File: src/rtl/bpsk_pkg.sv
// Shared framing definitions for the BPSK transmit serializer and the receive-side deframer.
package bpsk_pkg;

  typedef enum logic [2:0] {
    IDLE,
    PREAMBLE,
    SYNC,
    DATA,
    TAIL
  } frame_state_t;

  localparam logic [7:0] PREAMBLE_PATTERN = 8'h55;

endpackage

File: src/rtl/byte_fifo.sv
// Synchronous byte FIFO with show-ahead read data and a registered occupancy count.
module byte_fifo #(
  parameter int DEPTH = 16
) (
  input  logic                       clk,
  input  logic                       rst,
  input  logic                       push,
  input  logic [7:0]                 push_data,
  input  logic                       pop,
  output logic [7:0]                 pop_data,
  output logic                       full,
  output logic                       empty,
  output logic [$clog2(DEPTH+1)-1:0] count
);

  localparam int AW = $clog2(DEPTH);
  localparam int CW = $clog2(DEPTH+1);

  logic [7:0]    mem [DEPTH];
  logic [AW-1:0] wr_ptr;
  logic [AW-1:0] rd_ptr;
  logic          do_push;
  logic          do_pop;

  assign full     = (count == CW'(DEPTH));
  assign empty    = (count == '0);
  assign do_pop   = pop && !empty;
  // A pop in the same cycle frees a slot, so a write to a full FIFO still lands.
  assign do_push  = push && (!full || do_pop);
  assign pop_data = mem[rd_ptr];

  always_ff @(posedge clk or posedge rst) begin
    if (rst) begin
      wr_ptr <= '0;
      rd_ptr <= '0;
      count  <= '0;
    end else begin
      if (do_push) wr_ptr <= wr_ptr + 1'b1;
      if (do_pop)  rd_ptr <= rd_ptr + 1'b1;
      count <= count + CW'(do_push) - CW'(do_pop);
    end
  end

  always_ff @(posedge clk) begin
    if (do_push) mem[wr_ptr] <= push_data;
  end

endmodule

File: src/rtl/bpsk_frame_serializer.sv
// Buffers UART bytes and emits preamble, sync word, payload and tail as a fixed-rate
// LSB-first symbol stream for the BPSK modulator.
module bpsk_frame_serializer
  import bpsk_pkg::*;
#(
  parameter int         FIFO_DEPTH     = 16,
  parameter int         SYMBOL_DIV     = 8,
  parameter int         PREAMBLE_BYTES = 2,
  parameter logic [7:0] SYNC_WORD      = 8'h7E,
  parameter int         TAIL_BITS      = 4
) (
  input  logic       clk,
  input  logic       rst,
  input  logic [7:0] word,
  input  logic       write,
  output logic       bit_out,
  output logic       bit_strobe,
  output logic       tx_active,
  output logic       fifo_full,
  output logic       overflow
);

  localparam int TW = $clog2(SYMBOL_DIV);
  localparam int PW = $clog2(PREAMBLE_BYTES+1);
  localparam int KW = $clog2(TAIL_BITS+1);
  localparam int CW = $clog2(FIFO_DEPTH+1);

  frame_state_t  state;
  frame_state_t  state_nxt;
  logic [TW-1:0] sym_cnt;
  logic          sym_end;
  logic [7:0]    shreg;
  logic [7:0]    shreg_nxt;
  logic [2:0]    bit_cnt;
  logic [2:0]    bit_cnt_nxt;
  logic [PW-1:0] pre_cnt;
  logic [PW-1:0] pre_cnt_nxt;
  logic [KW-1:0] tail_cnt;
  logic [KW-1:0] tail_cnt_nxt;
  logic          pop;
  logic [7:0]    fifo_data;
  logic          fifo_empty;
  logic [CW-1:0] fifo_count;

  byte_fifo #(
    .DEPTH(FIFO_DEPTH)
  ) u_fifo (
    .clk      (clk),
    .rst      (rst),
    .push     (write),
    .push_data(word),
    .pop      (pop),
    .pop_data (fifo_data),
    .full     (fifo_full),
    .empty    (fifo_empty),
    .count    (fifo_count)
  );

  assign tx_active  = (state != IDLE);
  assign sym_end    = tx_active && (sym_cnt == TW'(SYMBOL_DIV-1));
  assign bit_strobe = tx_active && (sym_cnt == '0);
  // The shift register only advances at symbol boundaries, so bit_out changes on strobe cycles.
  assign bit_out    = tx_active && shreg[0];

  always_ff @(posedge clk or posedge rst) begin
    if (rst) begin
      sym_cnt <= '0;
    end else if (state == IDLE || sym_end) begin
      sym_cnt <= '0;
    end else begin
      sym_cnt <= sym_cnt + 1'b1;
    end
  end

  always_ff @(posedge clk or posedge rst) begin
    if (rst) begin
      overflow <= 1'b0;
    end else begin
      overflow <= write && fifo_full && !pop;
    end
  end

  always_ff @(posedge clk or posedge rst) begin
    if (rst) begin
      state    <= IDLE;
      shreg    <= '0;
      bit_cnt  <= '0;
      pre_cnt  <= '0;
      tail_cnt <= '0;
    end else begin
      state    <= state_nxt;
      shreg    <= shreg_nxt;
      bit_cnt  <= bit_cnt_nxt;
      pre_cnt  <= pre_cnt_nxt;
      tail_cnt <= tail_cnt_nxt;
    end
  end

  always_comb begin
    state_nxt    = state;
    shreg_nxt    = shreg;
    bit_cnt_nxt  = bit_cnt;
    pre_cnt_nxt  = pre_cnt;
    tail_cnt_nxt = tail_cnt;
    pop          = 1'b0;

    case (state)
      IDLE: begin
        if (fifo_count != '0) begin
          state_nxt   = PREAMBLE;
          shreg_nxt   = PREAMBLE_PATTERN;
          bit_cnt_nxt = '0;
          pre_cnt_nxt = '0;
        end
      end

      PREAMBLE: begin
        if (sym_end) begin
          bit_cnt_nxt = bit_cnt + 3'd1;
          if (bit_cnt == 3'd7) begin
            if (pre_cnt == PW'(PREAMBLE_BYTES-1)) begin
              state_nxt = SYNC;
              shreg_nxt = SYNC_WORD;
            end else begin
              pre_cnt_nxt = pre_cnt + 1'b1;
              shreg_nxt   = PREAMBLE_PATTERN;
            end
          end else begin
            shreg_nxt = {1'b0, shreg[7:1]};
          end
        end
      end

      // SYNC is only entered with a non-empty FIFO, so the first payload pop always succeeds.
      SYNC: begin
        if (sym_end) begin
          bit_cnt_nxt = bit_cnt + 3'd1;
          if (bit_cnt == 3'd7) begin
            pop       = 1'b1;
            shreg_nxt = fifo_data;
            state_nxt = DATA;
          end else begin
            shreg_nxt = {1'b0, shreg[7:1]};
          end
        end
      end

      DATA: begin
        if (sym_end) begin
          bit_cnt_nxt = bit_cnt + 3'd1;
          if (bit_cnt == 3'd7) begin
            if (!fifo_empty) begin
              pop       = 1'b1;
              shreg_nxt = fifo_data;
            end else begin
              state_nxt    = TAIL;
              shreg_nxt    = '0;
              tail_cnt_nxt = '0;
            end
          end else begin
            shreg_nxt = {1'b0, shreg[7:1]};
          end
        end
      end

      TAIL: begin
        if (sym_end) begin
          if (tail_cnt == KW'(TAIL_BITS-1)) begin
            state_nxt = IDLE;
          end else begin
            tail_cnt_nxt = tail_cnt + 1'b1;
          end
        end
      end

      default: begin
        state_nxt = IDLE;
      end
    endcase
  end

endmodule
File: config.mk
export PLATFORM = sky130hd
export DESIGN_NAME = bpsk_frame_serializer
export DESIGN_NICKNAME = d
export VERILOG_FILES = /design/src/rtl/bpsk_pkg.sv /design/src/rtl/byte_fifo.sv /design/src/rtl/bpsk_frame_serializer.sv
export SDC_FILE = /design/constraint.sdc
export NUM_CORES = 1
export LEC_CHECK = 0
export CORE_ASPECT_RATIO = 0.9
export CORE_UTILIZATION = 66
export DETAILED_ROUTE_END_ITERATION = 7
export PLACE_DENSITY_LB_ADDON = 0.2
export SLEW_MARGIN = 5
export SYNTH_ARGS = -nofsm -noshare
export SYNTH_HDL_FRONTEND = slang
export SYNTH_SLANG_ARGS = --single-unit
File: constraint.sdc
create_clock -name clk -period 6.2 [get_ports clk]
set_input_delay 0.93 -clock clk [delete_from_list [all_inputs] [get_ports clk]]
set_output_delay 0.93 -clock clk [all_outputs]
set_load 0.005 [all_outputs]
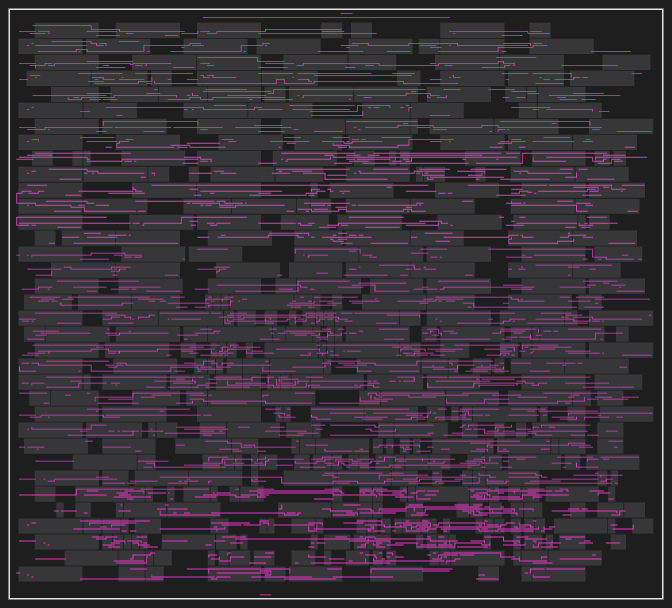
*The metal 1 layer*
Cells faint in the background.
share of all routed wire	43%
longest straight run	46.9 µm
wire length on this layer	5,980 µm
main direction	horizontal
nets with wire on the layer	453
met1 routing resource usage after global routing: 39.7%
routed wire length: 14,000 µm
Via Count: 3,798

==> results_dict.tcl <==
# yosys + openroad results
set metrics [dict create \
    log.warning_count 32 \
    holdCritPathClass "reg -> reg" \
    clockNetworkAreaShare_pct 7.33 \
    netlist_area_pre_place_mm2 0.00705 \
    max_freq_ghz 0.293 \
    synth-warning-count 0 \
    yosys.area_share.aoi_pct 5.42 \
    status "completed" \
    r2r-end "u_fifo.mem[3][0]" \
    place_inst 559 \
    initialDrtViolationCount 323 \
    timing.max_cap.violations 0 \
    fin_cells 590 \
    grt_max_degree 37 \
    worstSetupPathType "reg -> reg" \
    powerSeq_w 0.00137 \
    timing_max_transition_violations_final 0 \
    post_synth_and_or_nand_nor_area_fraction_pct 6.75 \
    setup_repair_after_global_routing_missed_its_margin "false" \
    clock.latency.late_pin_ps 420 \
    flop-count 164 \
    internal_power_w 0.00206 \
    clock_path_buffers 2 \
    finish.instance_area_mm2 0.00783 \
    worst-endpoint-required_ps 6230 \
    combinationalPowerShare_pct 11.3 \
    clkSlewWorstSetupHoldPaths_ps 60 \
    n_clock_buffer 21 \
    maximum_vdd_drop_v 0.000275 \
    wl_per_cell_um 23.7 \
    worst_setup_path_endpoint "u_fifo.mem[3][0]" \
    cp_cell_sequence "ha_1, ha_1, nand3_1, a21boi_2, nand2_1, nor3_1" \
    cp.arrival_ps 3440 \
    syn_inst 432 \
    layout_top_cell_excl_fill_tap "sky130_fd_sc_hd__edfxtp_1" \
    top_fanout_value_on_the_critical_path 17 \
]
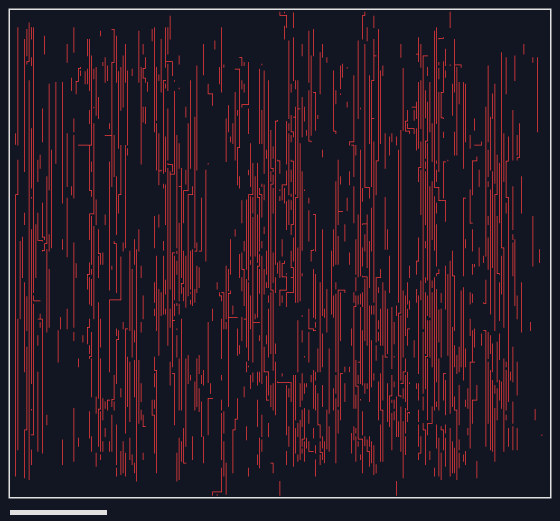
*M2 wires*
Bar = 20 µm.
longest straight run	81.9 µm
nets with wire on the layer	426
share of all routed wire	48%
main direction	vertical
GR Util met2: 43.5%

## metal layers
metal / wire length [µm] / GRT usage, %
met1: 5980 / 39.7
met2: 6730 / 43.5
met3: 1070 / 5.92
met4: 196 / 8.82
met5: 0 / 0
## stage by stage
stage / hold WS (ps) / util [%] / setup slack, ps
after floorplan: 443 / - / 3480
after CTS: 473 / 76.1 / 2770
after detailed placement: 464 / 70.5 / 2830
after global placement: 455 / 70.5 / 2960
after global routing: 507 / 76.1 / 2450
final: 480 / 76.1 / 2790
## state kept, by name, summed over array words and instances, names as in the netlist
register       flops
shreg              8
bit_cnt            3
overflow           1
state              3
u_fifo.wr_ptr      4
u_fifo.mem       128
tail_cnt           3
u_fifo.rd_ptr      4
u_fifo.count       5
sym_cnt            3
pre_cnt            2
